### Ports around the boundary, run 1

Pins as bars across the die edge, other pins in grey.
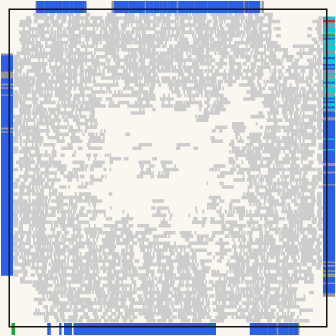
### Congestion heat map, run 1

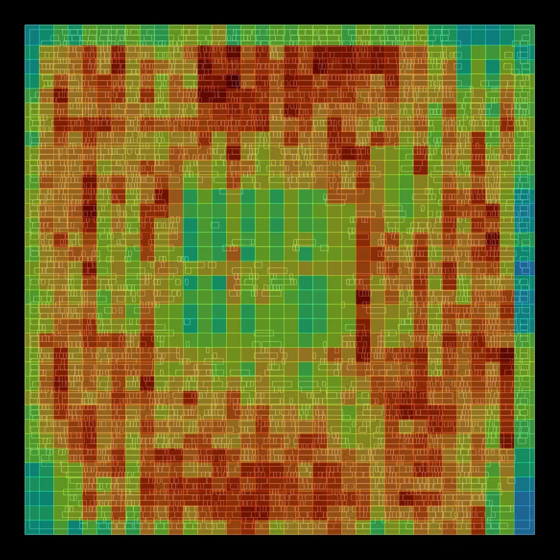
### Register map, names as in the netlist, run 1

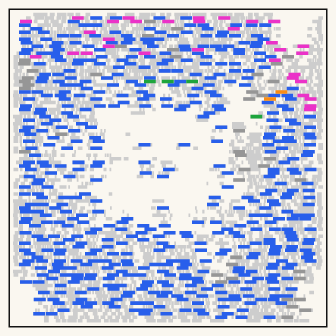
===== src/rtl/apb_pkg.sv =====
// Shared APB definitions: completer FSM states, pprot/address bit positions and
// response codes used by both the master and completer sides of the bridge.
package apb_pkg;

    typedef enum logic [1:0] {
        IDLE,
        WAIT,
        DONE
    } apb_slv_state_e;

    localparam int PPROT_NONSEC_BIT = 1;
    localparam int ADDR_LSB         = 2;

    localparam logic OKAY   = 1'b0;
    localparam logic SLVERR = 1'b1;

endpackage


===== src/rtl/apb_reg_bank.sv =====
// Register storage for the APB completer: byte-lane writes, a combinational
// read port and a flattened view of every register for downstream fabric.
module apb_reg_bank #(
    parameter int regNum    = 16,
    parameter int dataWidth = 32,
    parameter int idxWidth  = 4
) (
    input  logic                          clk,
    input  logic                          rst,
    input  logic                          writeEn,
    input  logic [idxWidth-1:0]           writeIdx,
    input  logic [dataWidth-1:0]          writeData,
    input  logic [dataWidth/8-1:0]        writeStrb,
    input  logic [idxWidth-1:0]           readIdx,
    output logic [dataWidth-1:0]          readData,
    output logic [regNum*dataWidth-1:0]   regOut
);

    logic [dataWidth-1:0] regs [regNum];

    // NOTE: this bank is reset because its contents are architecturally visible
    // on regOut from the moment reset releases; plain RAM arrays are not reset.
    always_ff @(posedge clk or posedge rst) begin
        if (rst) begin
            for (int i = 0; i < regNum; i++) begin
                regs[i] <= '0;
            end
        end else if (writeEn) begin
            for (int i = 0; i < regNum; i++) begin
                if (writeIdx == idxWidth'(i)) begin
                    for (int k = 0; k < dataWidth / 8; k++) begin
                        if (writeStrb[k]) begin
                            regs[i][8*k +: 8] <= writeData[8*k +: 8];
                        end
                    end
                end
            end
        end
    end

    // Explicit compare mux so an index past regNum reads zero for any regNum.
    always_comb begin
        readData = '0;
        for (int i = 0; i < regNum; i++) begin
            if (readIdx == idxWidth'(i)) begin
                readData = regs[i];
            end
        end
    end

    for (genvar g = 0; g < regNum; g++) begin : g_flat
        assign regOut[g*dataWidth +: dataWidth] = regs[g];
    end

endmodule


===== src/rtl/apb_slave_regfile.sv =====
// APB4 completer terminating bridge transfers into a register bank, with
// programmable wait states, byte strobes, secure-region checks and SLVERR.
module apb_slave_regfile
    import apb_pkg::*;
#(
    parameter int dataWidth  = 32,
    parameter int addrWidth  = 32,
    parameter int regNum     = 16,
    parameter int waitStates = 1,
    parameter int secureRegs = 4
) (
    input  logic                        pclk,
    input  logic                        preset,
    input  logic                        pselx,
    input  logic                        penable,
    input  logic                        pwrite,
    input  logic [addrWidth-1:0]        paddr,
    input  logic [dataWidth-1:0]        pwdata,
    input  logic [dataWidth/8-1:0]      pstrb,
    input  logic [2:0]                  pprot,
    output logic                        pready,
    output logic                        pslverr,
    output logic [dataWidth-1:0]        prdata,
    output logic [regNum*dataWidth-1:0] regOut
);

    localparam int idxWidth  = (regNum > 1) ? $clog2(regNum) : 1;
    localparam int wordWidth = addrWidth - ADDR_LSB;

    apb_slv_state_e         state, nextState;
    logic [3:0]             counter;
    logic [idxWidth-1:0]    idxQ, readIdx;
    logic [dataWidth-1:0]   wdataQ, readData;
    logic [dataWidth/8-1:0] strbQ;
    logic                   writeQ, errQ;
    logic [wordWidth-1:0]   wordIdx;
    logic                   misaligned, outOfRange, secureViolation;
    logic                   errLive, errSel, writeSel, setup, writeEn;
    logic                   unusedProt;

    assign wordIdx    = paddr[addrWidth-1:ADDR_LSB];
    assign misaligned = |paddr[ADDR_LSB-1:0];
    assign outOfRange = wordIdx >= wordWidth'(regNum);

    if (secureRegs > 0) begin : g_secure
        assign secureViolation = (wordIdx < wordWidth'(secureRegs)) && pprot[PPROT_NONSEC_BIT];
    end else begin : g_noSecure
        assign secureViolation = 1'b0;
    end

    // Only the non-secure bit matters; privileged/instruction bits are ignored.
    assign unusedProt = ^pprot;

    assign errLive = misaligned || outOfRange || secureViolation;
    assign setup   = pselx && !penable;

    // With zero wait states DONE is entered straight from the setup edge, before
    // anything is latched, so the response is built from the live bus.
    assign errSel   = (state == IDLE) ? errLive : errQ;
    assign writeSel = (state == IDLE) ? pwrite : writeQ;
    assign readIdx  = (state == IDLE) ? wordIdx[idxWidth-1:0] : idxQ;

    assign pready  = (state == DONE);
    assign writeEn = (state == DONE) && pselx && penable && writeQ && !errQ;

    // NOTE: every output of a combinational block gets a default first, so no
    // path through the case statement can leave it unassigned and infer a latch.
    always_comb begin
        nextState = state;
        case (state)
            IDLE: if (setup) nextState = (waitStates == 0) ? DONE : WAIT;
            WAIT: begin
                if (!pselx)            nextState = IDLE;
                else if (counter == 0) nextState = DONE;
            end
            DONE:    nextState = IDLE;
            default: nextState = IDLE;
        endcase
    end

    // NOTE: sequential state uses non-blocking assignments so every flop samples
    // the pre-edge values regardless of statement order.
    always_ff @(posedge pclk or posedge preset) begin
        if (preset) begin
            state   <= IDLE;
            counter <= '0;
            idxQ    <= '0;
            wdataQ  <= '0;
            strbQ   <= '0;
            writeQ  <= 1'b0;
            errQ    <= 1'b0;
            pslverr <= OKAY;
            prdata  <= '0;
        end else begin
            state <= nextState;

            if (state == IDLE && setup) begin
                idxQ    <= wordIdx[idxWidth-1:0];
                wdataQ  <= pwdata;
                strbQ   <= pstrb;
                writeQ  <= pwrite;
                errQ    <= errLive;
                counter <= 4'(waitStates - 1);
            end else if (state == WAIT && pselx && counter != 0) begin
                counter <= counter - 4'd1;
            end

            if (nextState == DONE && state != DONE) begin
                pslverr <= errSel ? SLVERR : OKAY;
                prdata  <= (!writeSel && !errSel) ? readData : '0;
            end else if (state == DONE) begin
                pslverr <= OKAY;
                prdata  <= '0;
            end
        end
    end

    apb_reg_bank #(
        .regNum    (regNum),
        .dataWidth (dataWidth),
        .idxWidth  (idxWidth)
    ) u_bank (
        .clk       (pclk),
        .rst       (preset),
        .writeEn   (writeEn),
        .writeIdx  (idxQ),
        .writeData (wdataQ),
        .writeStrb (strbQ),
        .readIdx   (readIdx),
        .readData  (readData),
        .regOut    (regOut)
    );

endmodule

===== config.mk =====
export PLATFORM = sky130hd
export DESIGN_NAME = apb_slave_regfile
export DESIGN_NICKNAME = d
export VERILOG_FILES = /design/src/rtl/apb_pkg.sv /design/src/rtl/apb_reg_bank.sv /design/src/rtl/apb_slave_regfile.sv
export SDC_FILE = /design/constraint.sdc
export NUM_CORES = 1
export LEC_CHECK = 0
export ABC_AREA = 1
export CORE_MARGIN = 2
export CORE_UTILIZATION = 45
export CTS_BUF_LIST = sky130_fd_sc_hd__clkbuf_4 sky130_fd_sc_hd__clkbuf_8 sky130_fd_sc_hd__clkbuf_16
export CTS_CLUSTER_DIAMETER = 120
export DETAILED_ROUTE_END_ITERATION = 7
export PLACE_DENSITY = 0.8
export SYNTH_ARGS = -nofsm -noshare
export SYNTH_HDL_FRONTEND = slang
export SYNTH_SLANG_ARGS = --single-unit

===== constraint.sdc =====
create_clock -name pclk -period 23.1 [get_ports pclk]
set_input_delay 4.62 -clock pclk [delete_from_list [all_inputs] [get_ports pclk]]
set_output_delay 4.62 -clock pclk [all_outputs]
set_load 0.05 [all_outputs]

==> git commit body, run 1 <==
Store results of the implementation flow

- Non-filler instance count after layout: 4454
- Combinational gate count: 2163
* I/O pins: 622
* RSZ-0062 raised after global routing: no
- Row generation in the floorplan step produced 88 rows.
* Area used by multi-input combinational logic: 9690 µm²
- Cell count after placement: 4341
* Number of DRC markers in iteration 0: 2596
- The post-placement cell area is 32500 µm².
- Count of flip-flops with a built-in enable after synthesis: 0
- Number of warnings issued by yosys: 0
* Yosys cell count: 3115
- Post-route period utilization is reported as 34.0%.
* Number of logged tool warnings: 37
- Clk_skew: 29.5 ps
* Most instantiated cells after synthesis: 1047 x sky130_fd_sc_hd__nand2_1, 593 x sky130_fd_sc_hd__dfrtp_1, 542 x sky130_fd_sc_hd__o21ai_0
* Primary FF master, synth: sky130_fd_sc_hd__dfrtp_1
- Top-area cell type share of the netlist area: 57.1%
- The worst setup path is captured at a flip-flop.
* Data required time at the worst endpoint: 23600 ps
- Critical Path Slowest Stage Cell: sky130_fd_sc_hd__inv_1
- Post-CTS timing repair inserted 0 buffers for setup.
* Dpl ws: 14630 ps
- Average cell area after synthesis: 8.34 µm²
- The number of antenna violations at the first check in global routing was 0.
* Total wire length after detailed routing: 102000 µm
- Wire length of the first global-routing pass: 148000 µm
- The worst setup path is launched from an input port.
- After clock tree synthesis, the clock-pin slew on the worst setup and hold paths is 60 ps.
* Largest register FFs: 512
- Detailed-router iteration count before antenna repair: 8
- Height of the die: 244 µm
- The fraction of cell area in sequential cells is reported as 42.8%.
* CP most frequent cell: sky130_fd_sc_hd__nand2_1
- After floorplanning, the die was sized to cover 59700 µm².
* Non-clock buffers, area share: 18.3%
* Final Hold Violating Endpoints: 0
* CTS Buffer Depth: 3
- After floorplanning, the core was sized to cover 57400 µm².
* Clock latency at the later pin of the worst-skew pair: 640 ps
- Core occupancy in the finished layout: 60.5%
* Die x size: 244 µm
* Critical Path End: prdata[19]$_DFFE_PP0P_
* Routability cong.: 0.914
* Fraction of area in multi-input gates: 27.9%
- Worst min-delay path category: flip-flop to flip-flop
- After detailed routing, the number of remaining DRC violations is 0.
- Hold Path Sink: prdata[30]$_DFFE_PP0P_
- Post-CTS repair changed the size of 0 cells.
- Total power normalized to cell area comes to 79.9 nW/µm².
* Detail Placement HPWL: 73800 µm
* Worst slew pin tran: 1180 ps
- Counting cells, the worst reg-to-reg path comes to 15.
- The layout summary lists the proportion of cells stronger than drive strength 1 as 5.18%.
* Overall power consumption: 0.00277 W
* Synthesis-stage register bit count: 593
* Tot GR Track Use: 33.3%
- In the post-synthesis netlist, the biggest area contributors are sky130_fd_sc_hd__dfrtp_1 57%, sky130_fd_sc_hd__nand2_1 15%, sky130_fd_sc_hd__o21ai_0 10%.
* Capture point of the worst reg-to-reg path: prdata[19]$_DFFE_PP0P_
- Per the post-run analysis, buffers plus inverters along the critical path come to 3.
* Cts-stage hold buffer count: 0
- FF/Latch Area: 14800 µm²
- The setup path with the least slack is of type input port to flip-flop.
- Per the hold report, the tightest min-delay path originates at prdata[30]$_DFFE_PP0P_.
- # clk buffers: 92
* Most frequent logic cell in the layout: sky130_fd_sc_hd__nand2_1
* Number of non-clock buffers in the layout: 637
- The timing report lists the critical path depth as 15 cells.
- For this run, the detailed router reports a per-instance via density of 5.58.
- Number of nets at floorplan: 3192
- Among all stages on the critical path, the maximum delay recorded is 700 ps.
- The floorplan report lists the tap cell count as 765.
* Remaining number of nets flagged by the antenna check after routing: 0
* Summed area of non-filler cells in the final layout: 34700 µm²
* Worst hold slack after final layout: 478 ps
- The end-of-flow timing check tallies setup violations at 0.
- Clock tree from TritonCTS: done
- Sorting the Yosys area breakdown by cell type puts at the top sky130_fd_sc_hd__dfrtp_1.
- Timing would allow up to 0.127 GHz.
- The critical path in the final layout is reported with a setup slack of 15240 ps.
- The number of maximum-capacitance violations recorded for the run is 0.
* TritonCTS Sinks: 593
- The signal on the critical path passes through clkdlybuf4s50_1 -> nand2_1 -> nand2_4 -> inv_4 -> nor2_8 -> nand2_1 -> inv_1 -> a21oi_1 -> nand4_1 -> nand2_1 -> nand4_1 -> nor2_1 -> nand4_1 -> nand2_1 -> nand2_1.
- Number of global-route vias before repair: 22900
- The final layout report lists a filler cell count of 4804.
- Delay-heaviest family, CP: simple AND/OR/NAND/NOR gates
* Most used cells in the layout excluding fill and tap cells: 1047 x sky130_fd_sc_hd__nand2_1, 619 x sky130_fd_sc_hd__clkdlybuf4s50_1, 593 x sky130_fd_sc_hd__dfrtp_1
- P_leak: 15.0 nW
- Data arrives at the worst endpoint at 8360 ps.
* Register share after synthesis: 57.1%
- Area added between synthesis and finish: 33.6%
- The design has 593 sequential cells.
* Share of synthesized registers carrying an async set or reset: 100%
* R2R setup slack: 18740 ps
- R2r startpoint: state[1]$_DFF_PP0_
- Cell area after synthesis: 26000 µm²
- Non-clock inverter total of the final layout: 183
- Counting instances, the worst hold path has a depth of 2.
- Per the timing report, the biggest fanout along the worst path comes to 20.
- The H-tree generated during clock tree synthesis spans 2 levels.
- Counting every instance in the synthesized netlist gives 3115.
- Most frequent cell after synthesis: sky130_fd_sc_hd__nand2_1
- Launch point of the worst path: paddr[4]
- Diode count: 2
- Chip area line of the yosys report: 26000 µm²
* Via count: 24900
- Checking max transition, the worst relative margin is 21.0%.
- The flow ran to the end, and the final reports show no timing, DRC or antenna violations.
- After detailed routing, the average wire length per cell comes to 22.8 µm.
* Final tally of max-slew violations: 0
- For the final routed database, the setup TNS stands at 0 ps.
- Netlist cell types: 36
- Largest net degree at the start of global routing: 173
- The class occupying the most area after layout is reported as sequential cells.
- Max rail drop VDD: 0.0000775 V
* NumNets Final: 3715
* CTS root buf: sky130_fd_sc_hd__clkbuf_16
- Overflow after GRT: 0
* Clock Network Area Fraction: 6.18%
- Clock period minus worst slack: 7860 ps
* Count of input and output buffers: 619
- Per the TritonCTS log, the buffer count is 60.
- Before placement the cells fill 45.3% of the core.
Notes on 'Ports around the boundary' above:
legend:
  `pprot`:
    colour: green
    pins: 3
    direction: input
    edge: 2 bottom, 1 right
  `regOut`:
    colour: blue
    pins: 512
    direction: output
    edge: 162 bottom, 137 top, 116 left, 97 right
  `pselx`:
    colour: red
    pins: 1
    direction: input
    edge: right
  `paddr`:
    colour: cyan
    pins: 32
    direction: input
    edge: right

Notes on 'Congestion heat map' above:
GRT busiest layer: met2
met3 track utilization from global routing: 8.87%
GR Layer Usage met2: 55.4%

Notes on 'Register map, names as in the netlist' above:
legend:
  `strbQ`:
    colour: green
    sequential_cells: 4
    where: top middle
  `state`:
    colour: orange
    sequential_cells: 2
  `prdata`:
    colour: magenta
    sequential_cells: 32
    where: a horizontal strip, top
  `u_bank.regOut`:
    colour: blue
    sequential_cells: 512
    where: spread over the die
not coloured: 43

==> run 1: worst register-to-register path, cell delays in order (launching register included) <==
cell                      delay, ps
sky130_fd_sc_hd__dfrtp_1        440
sky130_fd_sc_hd__nor2_2         480
sky130_fd_sc_hd__nand2_1        180
sky130_fd_sc_hd__nand2_4        200
sky130_fd_sc_hd__nor2_4          50
sky130_fd_sc_hd__buf_4          210
sky130_fd_sc_hd__nand2_1        670
sky130_fd_sc_hd__inv_1          710
sky130_fd_sc_hd__a21oi_1        350
sky130_fd_sc_hd__nand4_1        130
sky130_fd_sc_hd__nand2_1        160
sky130_fd_sc_hd__nand4_1        130
sky130_fd_sc_hd__nor2_1         280
sky130_fd_sc_hd__nand4_1        130
sky130_fd_sc_hd__nand2_1         80
sky130_fd_sc_hd__nand2_1         50
==> run 1: power by group <==
part,switching (W),total [W],leakage (nW),internal (W)
logic,0.000505,0.000616,5.69,0.000111
clock network,0.000423,0.00105,1.08,0.000631
registers,0.0000217,0.00110,8.22,0.00108
total,0.000951,0.00277,15.0,0.00182
==> run 1: routing by layer <==
| layer | wire [µm] | global-route usage (%) | part of all wire, % | up-vias |
|---|---|---|---|---|
| met5 | 0 | 0 | 0 | - |
| met4 | 5060 | 14.4 | 5.0 | 0 |
| met3 | 10800 | 8.87 | 11 | 272 |
| met2 | 48500 | 55.4 | 48 | 1415 |
| met1 | 37300 | 40.8 | 37 | 12000 |
| li1 | - | - | - | 11200 |
==> run 1: cell families after synthesis <==
group           share of synthesized area (%)
flops                                    57.1
fa+ha+maj                              0.0482
buf+inv                                  5.64
xor+xnor                               0.0337
compound gates                           12.6
simple gates                             24.5
### Routed metal, one colour a layer, run 1

Two of the layers only.
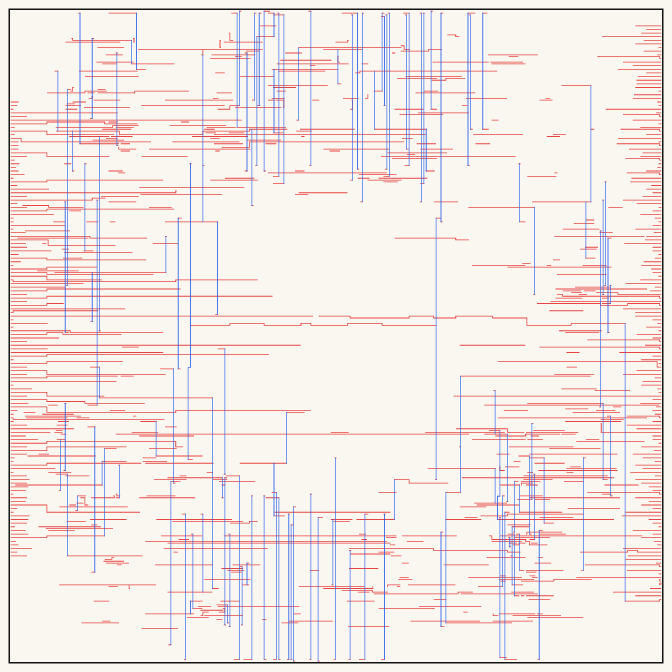

## Run 2: what changed since run 1
--- a/config.mk
+++ b/config.mk
@@ -11,7 +11,7 @@
 export CTS_BUF_LIST = sky130_fd_sc_hd__clkbuf_4 sky130_fd_sc_hd__clkbuf_8 sky130_fd_sc_hd__clkbuf_16
 export CTS_CLUSTER_DIAMETER = 120
 export DETAILED_ROUTE_END_ITERATION = 7
-export PLACE_DENSITY = 0.8
+export PLACE_DENSITY = 0.83
 export SYNTH_ARGS = -nofsm -noshare
 export SYNTH_HDL_FRONTEND = slang
 export SYNTH_SLANG_ARGS = --single-unit
==> constraint.sdc (replaced) <==
create_clock -name pclk -period 6.95 [get_ports pclk]
set_input_delay 1.39 -clock pclk [delete_from_list [all_inputs] [get_ports pclk]]
set_output_delay 1.39 -clock pclk [all_outputs]
set_load 0.05 [all_outputs]
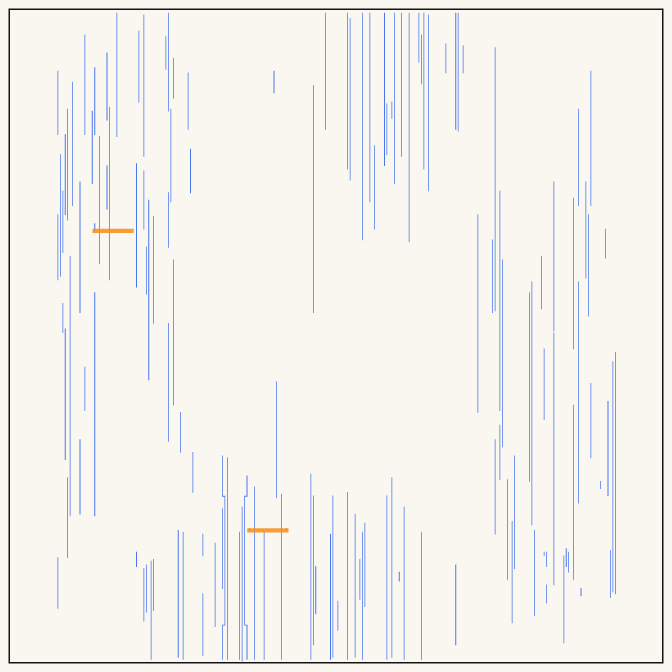
*Routed metal, one colour a layer, run 2*
Two of the layers only.
legend:
  metal 4:
    colour: blue
    wire_length: 5650 µm
  metal 5:
    colour: orange
    wire_length: 27.6 µm

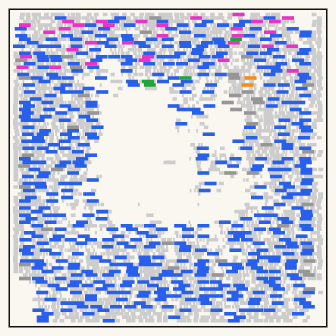
*Register map, names as in the netlist, run 2*
legend:
  `u_bank.regOut`:
    colour: blue
    sequential_cells: 512
    where: spread over the die
  `state`:
    colour: orange
    sequential_cells: 2
  `prdata`:
    colour: magenta
    sequential_cells: 32
    where: a horizontal strip, top
  `strbQ`:
    colour: green
    sequential_cells: 4
    where: top middle

==> git commit body, run 2 <==
Store results of the implementation flow

* Maximum cell stage delay along the critical path: 550 ps
* Sequential cell fraction of total power: 40.4%
- The detailed router put a total of 36900 µm of wire on met1.
* Type of origin of the critical path: input port
- The placement report lists the number of port buffers as 619.
* Buf+Inv Stages, Crit Path: 5
* Highest layer used for signal routing: met5
- Number of global-route vias before repair: 23400
- HP Start: prdata[25]$_DFFE_PP0P_
- Post-synthesis, Yosys gives the total cell area as 26000 µm².
- Final tally of setup violations: 0
- Final Hold Violating Endpoints: 0
- Internal: 0.00592 W
* Yosys cell count: 3115
- Number of nets at floorplan: 3192
- Counting instances in the post-synthesis netlist gives the leading cell types as 1047 x sky130_fd_sc_hd__nand2_1, 593 x sky130_fd_sc_hd__dfrtp_1, 542 x sky130_fd_sc_hd__o21ai_0.
* Largest net degree at the start of global routing: 118
- The routed design uses 48500 µm of met2 wire.
* Most used cells in the layout excluding fill and tap cells: 1047 x sky130_fd_sc_hd__nand2_1, 619 x sky130_fd_sc_hd__clkdlybuf4s50_1, 593 x sky130_fd_sc_hd__dfrtp_1
- For the worst flop-to-flop path, the logic depth is 15.
- Delay-heaviest family, CP: buffers and inverters
- Largest register FFs: 512
* Drt drc: 0
- Overflow after GRT: 0
- The finished cells cover 34700 µm².
- Core Rows: 88
- After layout, the worst setup slack is 2760 ps.
* Tot GR Track Use: 33.3%
- Averaged over all synthesized cells, the footprint is 8.34 µm².
- Cell depth of the worst setup path: 20
* Count of flip-flops with a built-in enable after synthesis: 0
- Looking at the max-slew report, the worst-margin pin has a slew of 1320 ps.
- Max Fclk: 0.239 GHz
- Remaining number of nets flagged by the antenna check after routing: 0
* # Post-CTS Setup Buffers: 0
- After layout, the worst path uses 60.2% of the clock period.
- Biggest area consumer among synthesized cells: sky130_fd_sc_hd__dfrtp_1
- The worst setup path is of the input port to flip-flop kind.
- Buffers inserted to repair hold after CTS numbered 0.
* Chip area: 59700 µm²
* Number of antenna violations at the first check in global routing: 2
* Critical Path Slowest Stage Cell: sky130_fd_sc_hd__inv_2
* Worst hold path depth: 2
* P_leak: 15.0 nW
- Cell chain of the critical path: clkdlybuf4s50_1 -> inv_1 -> nand2_1 -> o21ai_4 -> nor2_4 -> buf_4 -> nand2_1 -> inv_2 -> nand2_1 -> nand2_1 -> inv_1 -> nand2_1 -> nand2_1 -> nand4_1 -> nand2_1 -> nand3_1 -> nand2_1 -> nand2_1 -> nand2_1 -> nand2_1
* Layout cell share with drive strength beyond 1: 5.26%
- Detail Placement HPWL: 74600 µm
- According to the I/O placement log, the pin count is 622.
- Power Dens Cells: 261 nW/µm²
- The first routing iteration left 2574 violations.
- Max fanout on the critical path was recorded as 38.
- The clock tree synthesis step divided the H-tree into 2 levels.
- Data on the critical path is required at its endpoint by 7510 ps.
* Quantity of gates resized following cts: 0
* Switching power of the nets: 0.00315 W
* Clock group share of total power: 36.9%
* Clock transition at path regs: 60 ps
- Clock tree from TritonCTS: done
* Total negative setup slack: 0 ps
* Final tally of max-slew violations: 0
- Primary FF master, synth: sky130_fd_sc_hd__dfrtp_1
- Capture point of the worst reg-to-reg path: prdata[3]$_DFFE_PP0P_
- Routability-driven placement finished with a final weighted congestion of 0.954.
- Standard cell core area: 57400 µm²
* Reported max-cap violation count: 0
* CTS Buffer Depth: 3
- Clock tree synthesis found a total of 593 sinks.
* Top-area cell type share of the netlist area: 57.1%
- R2r startpoint: state[1]$_DFF_PP0_
* Most frequent cell after synthesis: sky130_fd_sc_hd__nand2_1
- Clock period minus worst slack: 4190 ps
- Across all checked pins, the minimum headroom to the slew limit is 11.6%.
* Net switching fraction of the power: 34.7%
- Wire segments on met3 add up to 10700 µm in the final route.
- Height of the die: 244 µm
- Setup slack on the worst reg-to-reg path comes out at 3300 ps.
* Max rail drop VDD: 0.000221 V
- CTS root buf: sky130_fd_sc_hd__clkbuf_16
- Of all flip-flops after synthesis, the portion carrying an async set or reset was 100%.
- The flow ran to the end, and the final reports show no timing, DRC or antenna violations.
* Number of warnings issued by yosys: 0
- The number of warnings reported in the stage logs is 35.
- Clock latency at the later pin of the worst-skew pair: 620 ps
- NumNets Final: 3723
- Before any placement, the netlist area is recorded as 26000 µm².
- Critical Path End: prdata[27]$_DFFE_PP0P_
- Routed via count divided by cell count: 5.60
* Cts bufs inserted: 60
* CP most frequent cell: sky130_fd_sc_hd__nand2_1
- Among logic cells in the layout, the one with the most instances is sky130_fd_sc_hd__nand2_1.
* Number of cells produced by synthesis: 3115
- Once synthesis finished, the tally of register bits stood at 593.
* Relative contribution of combinational cells to total power: 22.8%
- Clk_skew: 18.2 ps
- The tightest min-delay check is of the flip-flop to flip-flop type.
* Cell area reported after detailed placement: 32600 µm²
- Setup repair after global routing left no endpoint under its margin.
- WL/cell: 22.8 µm
- Wires add up to 102000 µm.
- Hold Path Sink: prdata[25]$_DFFE_PP0P_
- Netlist cell types: 36
- Across all layers, the routed design uses 25000 vias.
- CP endpoint kind: flip-flop
* Area added between synthesis and finish: 33.5%
- Worst path arrival time: 4750 ps
* Register share after synthesis: 57.1%
- Effective utilization at floorplan: 45.3%
- From left edge to right edge, the die measures 244 µm.
* Dpl ws: 2230 ps
- The first global-routing pass estimated 149000 µm of wire.
- In the log, the iteration count for the first detailed-route pass is 6.
- Launch point of the worst path: paddr[2]
* Area contributors post-synth: sky130_fd_sc_hd__dfrtp_1 57%, sky130_fd_sc_hd__nand2_1 15%, sky130_fd_sc_hd__o21ai_0 10%
[run 2: power by group through the flow]
stage / clock (W) / combinational [W] / sequential (W)
final: 0.00334 / 0.00206 / 0.00366
after global routing: 0.00349 / 0.00218 / 0.00367
after CTS: 0.00335 / 0.00204 / 0.00366
after detailed placement: 0 / 0.00203 / 0.00372
after global placement: 0 / 0.00200 / 0.00371
after floorplan: 0 / 0.00111 / 0.00382
[run 2: layout make-up]
class / instances / area, µm²
timing repair buffer: 645 / 6450
sequential: 593 / 14800
inverter: 183 / 693
fill: 4795 / 22700
antenna: 2 / 5.00
clock inverter: 20 / 204
tap: 765 / 957
clock buffer: 86 / 1810
multi-input combinational: 2163 / 9700
[run 2: stage by stage]
stage / power (W) / util [%] / cells / hold slack (ps)
detailed placement: 0.00575 / 56.9 / 4349 / 464
global route: 0.00934 / 60.4 / 4455 / 501
floorplan: 0.00493 / - / 3115 / 470
CTS: 0.00904 / 60.4 / 4455 / 481
global placement: 0.00571 / 56.9 / 4349 / 465
finish: 0.00906 / 60.4 / 4457 / 481
[run 2: logic make-up (layout without fill, tap and decap cells)]
| group | count (synthesis) | after routing | share of synthesized area [%] |
|---|---|---|---|
| DFF | 593 | 593 | 57.1 |
| and+or+nand+nor | 1513 | 1513 | 24.5 |
| buffers and inverters | 359 | 934 | 5.64 |
| other | 0 | 2 | 0 |
| xor gates and xnor gates | 1 | 1 | 0.0337 |
| AOI/OAI and AO/OA | 648 | 648 | 12.6 |
| adders and majority gates | 1 | 1 | 0.0482 |
[run 2: metal layers]
layer	GRT usage (%)	up-vias
met5	0	-
met4	15.3	4
met3	8.69	302
met2	55.5	1424
met1	40.6	12000
li1	-	11200
[run 2: worst min-delay path: cells and delay by family (launching register included)]
family / cells / cell delay [ps]
flip-flops: 1 / 340
AND/OR/NAND/NOR: 2 / 100
Power is estimated from default activity; no workload was simulated.
